Fig. 1: gate families picked out
Scale: 6 px per um.
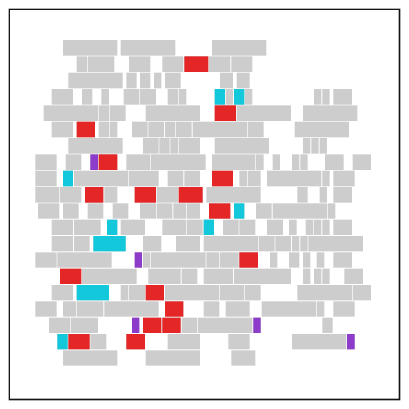
Fig. 2: placed cells, one color a class
Scale: 6 px per um. Fill, decap, tap and diode cells in gray.
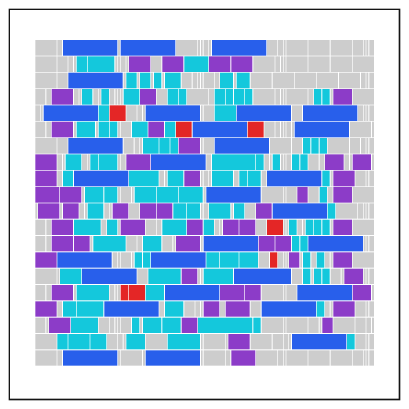
$ cat src/rtl/serial_adder_pkg.sv
// Shared types and sizing helpers for the bit-serial adder.
//   state_e   : FSM state encoding (2'b11 is illegal and recovers to IDLE)
//   cnt_width : bit-counter width for a given operand width
package serial_adder_pkg;

  typedef enum logic [1:0] {
    IDLE = 2'b00,
    RUN  = 2'b01,
    DONE = 2'b10
  } state_e;

  // Counter must index bits 0..width-1; never narrower than one bit.
  function automatic int unsigned cnt_width(input int unsigned width);
    return (width < 2) ? 1 : $clog2(width);
  endfunction

endpackage

$ cat src/rtl/serial_adder_if.sv
// Operand/result handshake bundle for serial_adder.
//   in_valid/in_ready   : operand handshake (a, b, cin)
//   out_valid/out_ready : result handshake (sum, cout)
// master = producer/consumer side, slave = adder side.
interface serial_adder_if #(
  parameter int unsigned WIDTH = 8
) ();

  logic             in_valid;
  logic             in_ready;
  logic [WIDTH-1:0] a;
  logic [WIDTH-1:0] b;
  logic             cin;
  logic             out_valid;
  logic             out_ready;
  logic [WIDTH-1:0] sum;
  logic             cout;

  modport master (
    output in_valid, a, b, cin, out_ready,
    input  in_ready, out_valid, sum, cout
  );

  modport slave (
    input  in_valid, a, b, cin, out_ready,
    output in_ready, out_valid, sum, cout
  );

endinterface

$ cat src/rtl/serial_adder_full_add_gate.sv
// One-bit full adder built from gate primitives.
//   a, b, c : addend bits and carry-in
//   sum     : a ^ b ^ c
//   carry   : majority(a, b, c)
module full_add_gate (
  input  wire a,
  input  wire b,
  input  wire c,
  output wire sum,
  output wire carry
);

  wire ab;
  wire ac;
  wire bc;

  xor u_sum (sum, a, b, c);
  and u_ab  (ab, a, b);
  and u_ac  (ac, a, c);
  and u_bc  (bc, b, c);
  or  u_cy  (carry, ab, ac, bc);

endmodule

$ cat src/rtl/serial_adder.sv
// Bit-serial adder: A + B + cin, LSB first, one bit per clock through a
// single full-adder cell. One operation every WIDTH+2 cycles.
//   clk  : rising-edge clock
//   rst  : asynchronous active-high reset
//   bus  : serial_adder_if.slave (operand and result handshakes)
module serial_adder
  import serial_adder_pkg::*;
#(
  parameter int unsigned WIDTH = 8
) (
  input  logic           clk,
  input  logic           rst,
  serial_adder_if.slave  bus
);

  localparam int unsigned CNT_W = cnt_width(WIDTH);

  state_e             state_q;
  state_e             state_d;
  logic [WIDTH-1:0]   a_sh_q;
  logic [WIDTH-1:0]   b_sh_q;
  logic [WIDTH-1:0]   sum_sh_q;
  logic               c_q;
  logic [CNT_W-1:0]   cnt_q;

  logic               fa_s;
  logic               fa_co;
  logic               last_bit_c;
  logic               in_ready_c;
  logic               out_valid_c;

  assign last_bit_c = (cnt_q == CNT_W'(WIDTH - 1));

  full_add_gate u_fa (
    .a     (a_sh_q[0]),
    .b     (b_sh_q[0]),
    .c     (c_q),
    .sum   (fa_s),
    .carry (fa_co)
  );

  // State register
  always_ff @(posedge clk or posedge rst) begin
    if (rst) begin
      state_q <= IDLE;
    end else begin
      state_q <= state_d;
    end
  end

  // Next-state logic; the unused encoding falls back to IDLE
  always_comb begin
    state_d = state_q;
    case (state_q)
      IDLE:    if (bus.in_valid)  state_d = RUN;
      RUN:     if (last_bit_c)    state_d = DONE;
      DONE:    if (bus.out_ready) state_d = IDLE;
      default: state_d = IDLE;
    endcase
  end

  // Handshake outputs decoded from the state register
  always_comb begin
    in_ready_c  = 1'b0;
    out_valid_c = 1'b0;
    case (state_q)
      IDLE:    in_ready_c  = 1'b1;
      DONE:    out_valid_c = 1'b1;
      default: ;
    endcase
  end

  // Datapath: load on accept, shift one bit per RUN cycle, hold otherwise
  always_ff @(posedge clk or posedge rst) begin
    if (rst) begin
      a_sh_q   <= '0;
      b_sh_q   <= '0;
      sum_sh_q <= '0;
      c_q      <= 1'b0;
      cnt_q    <= '0;
    end else begin
      case (state_q)
        IDLE: begin
          if (bus.in_valid) begin
            a_sh_q <= bus.a;
            b_sh_q <= bus.b;
            c_q    <= bus.cin;
            cnt_q  <= '0;
          end
        end
        RUN: begin
          sum_sh_q <= {fa_s, sum_sh_q[WIDTH-1:1]};
          a_sh_q   <= {1'b0, a_sh_q[WIDTH-1:1]};
          b_sh_q   <= {1'b0, b_sh_q[WIDTH-1:1]};
          c_q      <= fa_co;
          if (!last_bit_c) begin
            cnt_q <= cnt_q + CNT_W'(1);
          end
        end
        default: ;
      endcase
    end
  end

  assign bus.in_ready  = in_ready_c;
  assign bus.out_valid = out_valid_c;
  // After the last RUN edge, c_q holds the carry out of bit WIDTH-1
  assign bus.sum       = sum_sh_q;
  assign bus.cout      = c_q;

endmodule

$ cat src/flat_wrapper.sv
// flat-port wrapper written by rule: the top's interface ports become plain ports
module serial_adder_flat import serial_adder_pkg::*;
#(
  parameter int unsigned WIDTH = 8
)
  (clk, rst, bus_in_valid, bus_a, bus_b, bus_cin, bus_out_ready, bus_in_ready, bus_out_valid, bus_sum, bus_cout);
  serial_adder_if #(.WIDTH(WIDTH)) bus_i ();
  input  logic clk;
  input  logic rst;
  input wire logic [$bits(bus_i.in_valid)-1:0] bus_in_valid;
  input wire logic [$bits(bus_i.a)-1:0] bus_a;
  input wire logic [$bits(bus_i.b)-1:0] bus_b;
  input wire logic [$bits(bus_i.cin)-1:0] bus_cin;
  input wire logic [$bits(bus_i.out_ready)-1:0] bus_out_ready;
  output wire logic [$bits(bus_i.in_ready)-1:0] bus_in_ready;
  output wire logic [$bits(bus_i.out_valid)-1:0] bus_out_valid;
  output wire logic [$bits(bus_i.sum)-1:0] bus_sum;
  output wire logic [$bits(bus_i.cout)-1:0] bus_cout;
  assign bus_i.in_valid = bus_in_valid;
  assign bus_i.a = bus_a;
  assign bus_i.b = bus_b;
  assign bus_i.cin = bus_cin;
  assign bus_i.out_ready = bus_out_ready;
  assign bus_in_ready = bus_i.in_ready;
  assign bus_out_valid = bus_i.out_valid;
  assign bus_sum = bus_i.sum;
  assign bus_cout = bus_i.cout;
  serial_adder #(.WIDTH(WIDTH)) u_core (.clk(clk), .rst(rst), .bus(bus_i));
endmodule
$ cat config.mk
export PLATFORM = sky130hd
export DESIGN_NAME = serial_adder_flat
export DESIGN_NICKNAME = d
export VERILOG_FILES = /design/src/rtl/serial_adder_pkg.sv /design/src/rtl/serial_adder_if.sv /design/src/rtl/serial_adder_full_add_gate.sv /design/src/rtl/serial_adder.sv /design/src/flat_wrapper.sv
export SDC_FILE = /design/constraint.sdc
export NUM_CORES = 1
export LEC_CHECK = 0
export CAP_MARGIN = 40
export CORE_MARGIN = 4
export CORE_UTILIZATION = 45
export DETAILED_ROUTE_END_ITERATION = 12
export PLACE_DENSITY = 0.75
export RECOVER_POWER = 25
export REMOVE_ABC_BUFFERS = 1
export SLEW_MARGIN = 20
export SYNTH_ARGS = -nofsm -noshare
export SYNTH_HDL_FRONTEND = slang
export SYNTH_SLANG_ARGS = --single-unit
$ cat constraint.sdc
create_clock -name clk -period 1.4 [get_ports clk]
set_clock_uncertainty 0.1 [all_clocks]
set_input_delay 0.14 -clock clk [delete_from_list [all_inputs] [get_ports clk]]
set_output_delay 0.14 -clock clk [all_outputs]
set_load 0.03 [all_outputs]
==> results.toml <==
# physical design summary
[run_status]
run_status = "complete, but fails checks"
failed_checks = "setup timing"

[logic_synthesis]
muxShareOfSynthArea = 0.007759
yosys-stat-cells = 144
yosys-stat-area_um2 = 1451
common_cells = "30 x sky130_fd_sc_hd__dfrtp_1, 27 x sky130_fd_sc_hd__nand2_1, 10 x sky130_fd_sc_hd__nor3_1, 10 x sky130_fd_sc_hd__nor3b_1, 9 x sky130_fd_sc_hd__buf_2"
top_cells_by_area = "sky130_fd_sc_hd__dfrtp_1 52%, sky130_fd_sc_hd__nand2_1 7.0%, sky130_fd_sc_hd__nor3b_1 5.2%"
avgSynthCellArea_um2 = 10.08
fa_ha_area_frac = 0.03103

[route]
antenna_violating_nets_post_route = 0
drt_iter0_markers = 49

[final_layout]
antenna_cells_inserted = 0
num-multi-input-gates = 98
seq_cells = 30
lay_top_count = "sky130_fd_sc_hd__dfrtp_1"
drive_above_1_share = 0.2704

[critical_path]
worst_reg_to_reg_path_cell_count = 5
crit_path_top_delay_cell = "sky130_fd_sc_hd__dfrtp_1"
worst_path_largest_cell_delay_ns = 0.42

[timing]
worst_slew_margin_rel = 0.4870
fin_hold_ws_ns = 0.3233
setup-tns-final_ns = -0.1517
post-route-worst-setup-slack_ns = -0.08696
finalWorstPathRequiredPeriod_ns = 1.487
setup_violations = 4

[clock_tree]
cts_tree = "done"
cts.reportedPaths.clkPinSlew_ns = 0.08
cts.sinks = 30
worst_skew_pair.late_latency_ns = 0.32
cts-buffers-inserted = 5
htreeDepth = 2
cts_resized = 23

[grt]
vias_in_the_first_global_route = 1253

[power_and_ir_drop]
irDropWorstVdd_mv = 1.133
power_frac_clock = 0.108
netSwitchingFraction = 0.3976

[placement]
preCtsSetupSlack_ns = -0.2481
-- Fig. 1 (at the start) --
| color | family | cells |
|---|---|---|
| cyan | inverting AOI/OAI gates | 9 |
| red | AND-OR and OR-AND gates | 17 |
| purple | inverters | 5 |

-- Fig. 2 (at the start) --
| color | class | cells | share of their area |
|---|---|---|---|
| red | clock drivers and dummy loads | 7 | 2.2% |
| blue | flops | 30 | 37% |
| purple | other buffers and delay cells | 56 | 25% |
| cyan | all other logic | 103 | 36% |
final core utilization: 0.6715
Core Region: 3078 um2

